==> config.mk <==
export PLATFORM = sky130hd
export DESIGN_NAME = flp_addsub_seq
export DESIGN_NICKNAME = d
export VERILOG_FILES = /design/src/rtl/flp_pkg.sv /design/src/rtl/flp_addsub_round.sv /design/src/rtl/flp_addsub_seq.sv
export SDC_FILE = /design/constraint.sdc
export NUM_CORES = 1
export LEC_CHECK = 0
export ABC_AREA = 1
export CORE_AREA = 4 4 155 157
export DETAILED_ROUTE_END_ITERATION = 8
export DIE_AREA = 0 0 159 161
export PLACE_DENSITY = 0.92
export RECOVER_POWER = 25
export SYNTH_ARGS = -nofsm -noshare
export SYNTH_HDL_FRONTEND = slang
export SYNTH_HIERARCHICAL = 1
export SYNTH_SLANG_ARGS = --single-unit
==> constraint.sdc <==
create_clock -name clk -period 5.4 [get_ports clk]
set_clock_uncertainty 0.1 [all_clocks]
set_input_delay 1.08 -clock clk [delete_from_list [all_inputs] [get_ports clk]]
set_output_delay 1.08 -clock clk [all_outputs]
set_load 0.01 [all_outputs]
Figure 1. Met1 routing (run 1).
Scale bar: 50 µm.
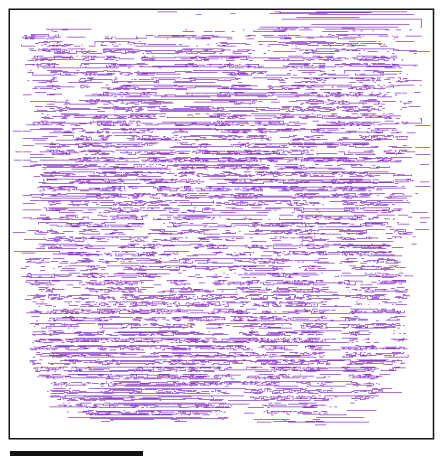
nets with wire on the layer: 2170
longest straight run: 67.6 µm
share of all routed wire: 40%
main direction: horizontal
met1 Track Usage GR: 0.4926
via count: 15.56k
total detailed-routing wirelength: 48.21 mm

Figure 2. Metal 2 (run 1).
Scale bar: 50 µm.
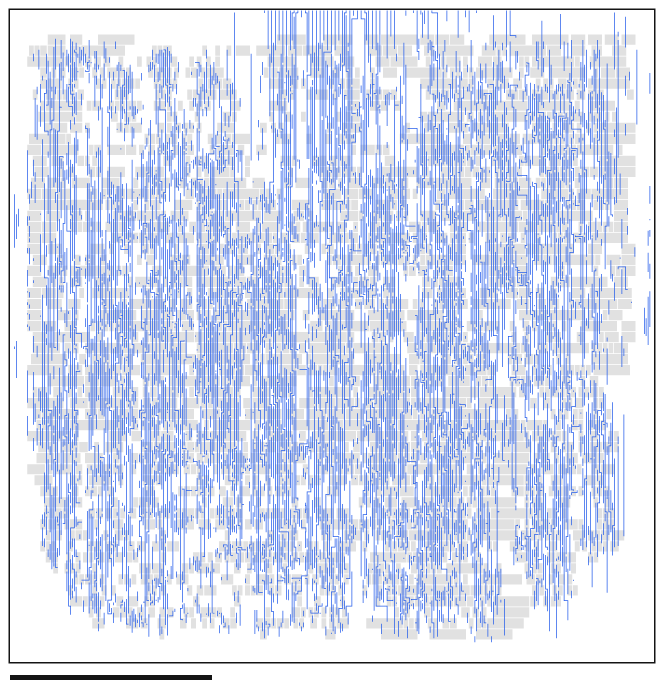
nets with wire on the layer: 1960
longest straight run: 53.7 µm
share of all routed wire: 45%
met2 Usage GRT: 0.5865

Figure 3. Metal 3 (run 1).
Scale bar: 50 µm.
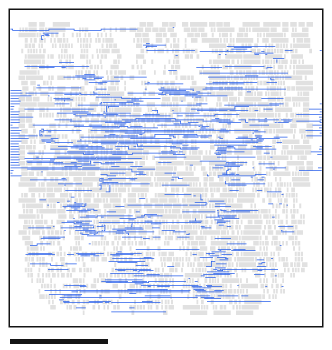
longest straight run: 94.3 µm
wire length on this layer: 5380 µm
nets with wire on the layer: 405
share of all routed wire: 11%
main direction: horizontal
met3 Use GR: 0.06328

==> run summary, run 1 <==
Summary of the current implementation state.

- The post-detailed-route count of antenna-violating nets is 0, for reference.
- The achievable clock frequency is 226.9 MHz, for reference.
- TritonCTS built the clock tree.
- According to the finish report, the design has a final net count of 2342.
- Data on the critical path is required at its endpoint by 5.10 ns.
- The vertical die size is 161 µm, for reference.
- The part of the cycle the worst path needs is 0.8163, for reference.
- The number of gates resized after CTS was 0.
- The number of instances in the synthesized netlist is 2118, for reference.
- The source-to-sink clock delay at the later pin of the worst-skew pair is 0.44 ns, for reference.
- Across the run, the number of max-cap violations was 1.
- The setup TNS is 0 ns, for reference.
- The footprint of the multi-input gates is 8693 µm², for reference.
- Per the placement log, port buffering inserted 101 buffers.
- A synthesized cell averages 6.357 µm².
- The worst min-delay path category is register to register, for reference.
- In the final report, the number of pins over their slew limit comes to 133.
- The number of flip-flops under the largest register name is 32, for reference.
- The filler cell count in the final layout is 1960, for reference.
- The run finished, with violations left.
- Checking max transition, the worst relative margin is -1.211.
- The floorplan net count is 2278, for reference.
- According to the dpl log, the detail-placed design has an HPWL of 37.10 mm.
- The logs give a warning total of 56.
- At the end of routability-driven placement, the weighted congestion stood at 1.075.
- Synthesis instantiated 58 different standard cells from the library.
- The commonest cells after synthesis are nand2_1, inv_1, nor2_1, a21oi_1, dfrtp_1.
- The flop-to-flop setup slack is 1.04 ns, for reference.
- The synthesis stats list as the most numerous cell nand2_1.
- The checks that failed: max-capacitance violations, max-slew violations.
- The initial antenna violation count is 1.
- The floorplan die area is 25600 µm², for reference.
- The instance area at placement is 14650 µm², for reference.
- Wire segments on met3 add up to 5.380 mm in the final route.
- The primary flip-flop cell chosen by synthesis mapping is dfrtp_1, for reference.
- Across every metal layer, demand over resource in global routing totals 0.3630.
- The via count of the first global-routing pass came to 14.36k.
-- run 1: worst max-delay path, stage by stage --
cell and delay, ns:
dlygate4sd3_1 0.55, clkinvlp_2 0.07, clkbuf_2 2.25
-- run 1: final cells by class --
type,instances,share of cell area
inverters,278,0.06866
flip-flops and latches,132,0.2172
repair buffers,131,0.08108
well taps,285,0.02344
multi-input cells,1622,0.5713
clock buffers,17,0.02796
clock inverters,15,0.01036
-- run 1: cells by family after synthesis --
family / count (synthesis) / synth area share
simple gates: 1048 / 0.3321
compound gates: 434 / 0.1954
xor+xnor: 47 / 0.03113
fa+ha+maj: 92 / 0.08605
buf+inv: 364 / 0.1091
mux: 1 / 0.0007435
flops: 132 / 0.2454
-- run 1: cells in the final DEF, fill, tap and decap left out, types with 3 or more instances in the layout --
cell               n
clkinv_1           6
o21a_1             6
buf_4             29
clkdlybuf4s50_1   99
nand3_1          121
nand3b_1           6
nand4_1           69
o211ai_1          19
nor2_2            24
a21o_1             7
nor4_1            11
a31oi_1           10
nand2_2            7
o21bai_1           4
xnor2_1            8
o21ai_0          106
a21oi_1          137
o41ai_1           11
inv_6              5
inv_1            262
o22ai_1           36
nor2_1           219
ha_1              91
o31ai_1            7
a2bb2oi_1         22
inv_2              9
clkbuf_16         17
or2_2              3
xor2_1            38
dfrtp_1          131
nand2_1          565
a22oi_1           17
nor3_1            13
o21ai_1           19
o221ai_1          20
a22o_1             3
nand3_2            4
inv_8              5
-- run 1: metal layers --
metal  GRT usage  up-vias
met3     0.06328      147
li1            -     7189
met1      0.4926     7196
met4      0.1321        2
met2      0.5865     1028
met5           0        -
-- run 1: power breakdown --
part	switching, mW	total [mW]	internal (mW)	leakage, nW
sequential	0	0.988	0.988	1.64
clock	0.558	1.18	0.619	0.285
combinational	0.227	0.347	0.120	5.74
Figure 4. Signal wires on met4 (run 1).
Scale bar: 50 µm.
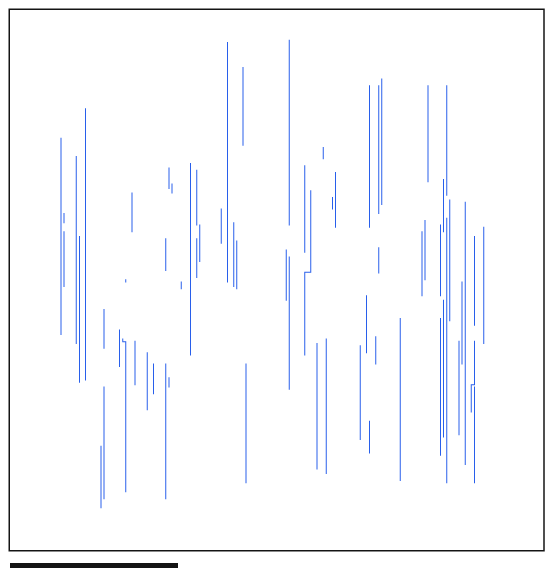

==> inputs of run 2 (changes only) <==
Clock period 5.4 ns to 4.2 ns, I/O delays scaled along.
Figure 5. Signal wires on met4 (run 2).
Scale bar: 50 µm.
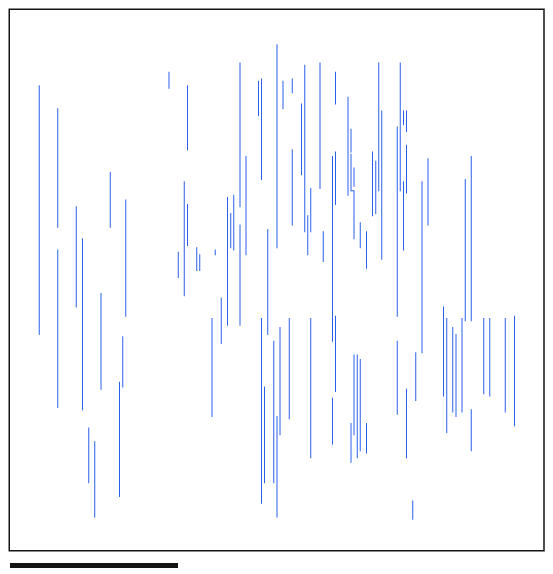
share of all routed wire: 4.6%
longest straight run: 74.1 µm
nets with wire on the layer: 86
wire length on this layer: 2310 µm
total detailed-routing wirelength: 50.26 mm
via count: 15.80k

Figure 6. Metal 2 (run 2).
Scale bar: 50 µm.
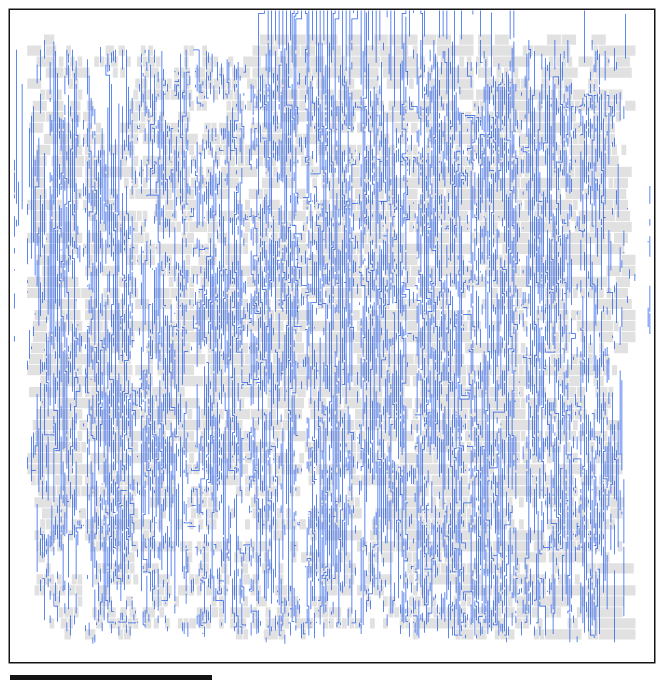
longest straight run: 54.1 µm
wire length on this layer: 22.3 mm
main direction: vertical
share of all routed wire: 44%
nets with wire on the layer: 1965
met2 Usage GRT: 0.6038

==> run 2 against run 1 <==
The flow finishes with violations (design-rule violations, max-capacitance violations, max-slew violations). Via count up 1.5%. Critical path depth rose by 19. Register-to-register slack got worse by 0.76 ns. Largest cell class unchanged. Critical endpoint is now man[9]. Sequential share of layout area fell by 0.63 points. Sequential power up 29%.
==> run summary, run 2 <==
Summary of the current implementation state.

- The run finished, with violations left.
- The final reports fail on design-rule violations, max-capacitance violations, max-slew violations.
- In the final layout, the share of cells above drive strength 1 is 0.07747.
- The design draws 3.329 mW.
- TritonCTS built the clock tree.
- The required time of the critical path is 4.43 ns (-0.67 ns), for reference.
- By area the synthesized netlist is led by dfrtp_1, nand2_1, ha_1.
- The filler cell count in the final layout came to 1973 (+0.66%).
- The flop-to-flop setup slack came to 0.28 ns (-0.76 ns).
- The instance area at placement is 15050 µm² (+2.7%), for reference.
- The placer's final routability congestion estimate came to 1.042 (-3.1%).
- The worst-case headroom to the max-slew limit was -0.1542 (+1.056).
- In the layout the commonest cells are nand2_1, inv_1, nor2_1.
- The total of buffers placed on input and output ports is 101 (unchanged), for reference.
- The library cell contributing the largest single delay on the critical path is dfrtp_1, for reference.
- For reference, the top cells by count after synthesis are nand2_1, inv_1, nor2_1, a21oi_1, dfrtp_1.
- The number of instances in the synthesized netlist is 2118 (unchanged), for reference.
- The floorplan net count is 2278 (unchanged).
- The initial utilization of the core area, before any placement, comes to 0.5983.
- The final max-slew violation count is 36 (-73%), for reference.
- The xor and xnor fraction of the mapped netlist area is 0.03113 (unchanged), for reference.
- The number of cells upsized or downsized after cts is 0 (unchanged), for reference.
- The number of max-capacitance violations reported is 1 (unchanged), for reference.
- In this run the critical path is formed by ha_1 > inv_1 > fa_1 > inv_1 > nand2_1 > a22oi_2 > a21boi_1 > o21ai_2 > nand2_1 > nand3_1 > nand2_1 > nand2_1 > nand2_1 > nor2_1 > nand2_1 > nor2_1 > nand3_1 > nand2_4 > nand2_2 > buf_4 > nand3_1 > nand2_1.
- The CTS log lists the clock sinks for this run as 132.
- The most common library cell in the layout ignoring fill and taps is nand2_1, for reference.
- The most numerous cell type found on the critical path is nand2_1.
- The average footprint of a synthesized cell is 6.357 µm² (unchanged), for reference.
- The via count of the first global-routing pass is 14.60k (+1.7%), for reference.
- The adder-cell share of the synthesized area is 0.08605 (unchanged), for reference.
- The part of the cycle the worst path needs is 0.9331, for reference.
- The initial antenna violation count is 0 (-1), for reference.
- The first-pass detailed-route iteration total is 9, for reference.
- The final net count is 2393 (+2.2%), for reference.
- After detailed routing, the number of remaining DRC violations is 2.
- The vertical die size came to 161 µm (unchanged).
- The count of buffer and inverter cells on the critical path is 3 (unchanged), for reference.
- The number of warnings in the stage logs came to 54 (-3.6%).
- The post-synthesis cell type count was 58 (unchanged).
- The portion of netlist area occupied by mux cells is 0.0007434 (unchanged), for reference.
- STA reports the tightest min-delay check as being of type register to register.
- The primary flip-flop cell chosen by synthesis mapping is dfrtp_1, for reference.
- The synthesis run identifies the leading combinational cell family as simple AND/OR/NAND/NOR gates.
- The global routing usage summed across all routing layers was 0.3764 (+0.01339).
- The source-to-sink clock delay at the later pin of the worst-skew pair came to 0.44 ns (about the same).
- The number of buffers created by CTS is 17, for reference.
- The number of flip-flops under the largest register name is 32 (unchanged).
- The setup TNS is 0 ns (unchanged), for reference.
- From left edge to right edge, the die measures 159 µm.
- The Yosys warning count is 6, for reference.
- The floorplan die area is 25600 µm² (unchanged), for reference.
- Among cell families on the critical path, the largest total delay comes from simple AND/OR/NAND/NOR gates.
- The largest stage delay on the critical path is 0.37 ns (-1.88 ns), for reference.
- Static timing analysis puts the maximum clock frequency at 255.2 MHz.
- The compound-cell area share of the yosys netlist is 0.1954 (unchanged), for reference.
- The total half-perimeter wirelength after legalization and detailed placement is 38.90 mm (+4.8%), for reference.
- The cell depth of the worst setup path is 22 (+19), for reference.
[run 2: cell count changes in the layout (fill, tap and decap cells not counted), sizes merged]
cell and delta:
clkinv -2, clkdlybuf4s50 +1, dlygate4sd3 -1, clkbuf +2
buf +49, inv -1, bufinv +1, clkinvlp +1
diode +1, nand3 +1
[run 2: cell type report]
type,count,area [µm²],area share
antenna,1,2.502,0.0001597
clock buffer,18,439.2,0.02803
inverter,278,1045,0.06668
sequential,132,3304,0.2109
tap,285,356.6,0.02276
multi-input combinational,1623,8737,0.5577
clock inverter,14,163.9,0.01046
timing repair buffer,181,1619,0.1033
[run 2: worst register-to-register path, cell delays in order (launching register included)]
cell and delay [ns]:
dfrtp_1 0.37, ha_1 0.19, inv_1 0.06, fa_1 0.35, inv_1 0.08, nand2_1 0.06
a22oi_2 0.27, a21boi_1 0.19, o21ai_2 0.26, nand2_1 0.13, nand3_1 0.09, nand2_1 0.06
nand2_1 0.06, nand2_1 0.16, nor2_1 0.14, nand2_1 0.06, nor2_1 0.21, nand3_1 0.20
nand2_4 0.23, nand2_2 0.10, buf_4 0.24, nand3_1 0.14, nand2_1 0.06
[run 2: per-layer routing]
layer	vias to the layer above	GRT usage	share of wire
met5	-	0	0
met4	0	0.1452	0.046
met3	194	0.08063	0.11
met2	1075	0.6038	0.44
met1	7251	0.5015	0.40
li1	7280	-	-
[run 2: where the power goes]
group / internal, mW / switching (mW) / total (mW)
registers: 1.27 / 0 / 1.27
logic: 0.189 / 0.311 / 0.499
clock network: 0.863 / 0.696 / 1.56
total: 2.32 / 1.01 / 3.33
Power figures rest on the tool's default switching activity, not on a simulated workload.
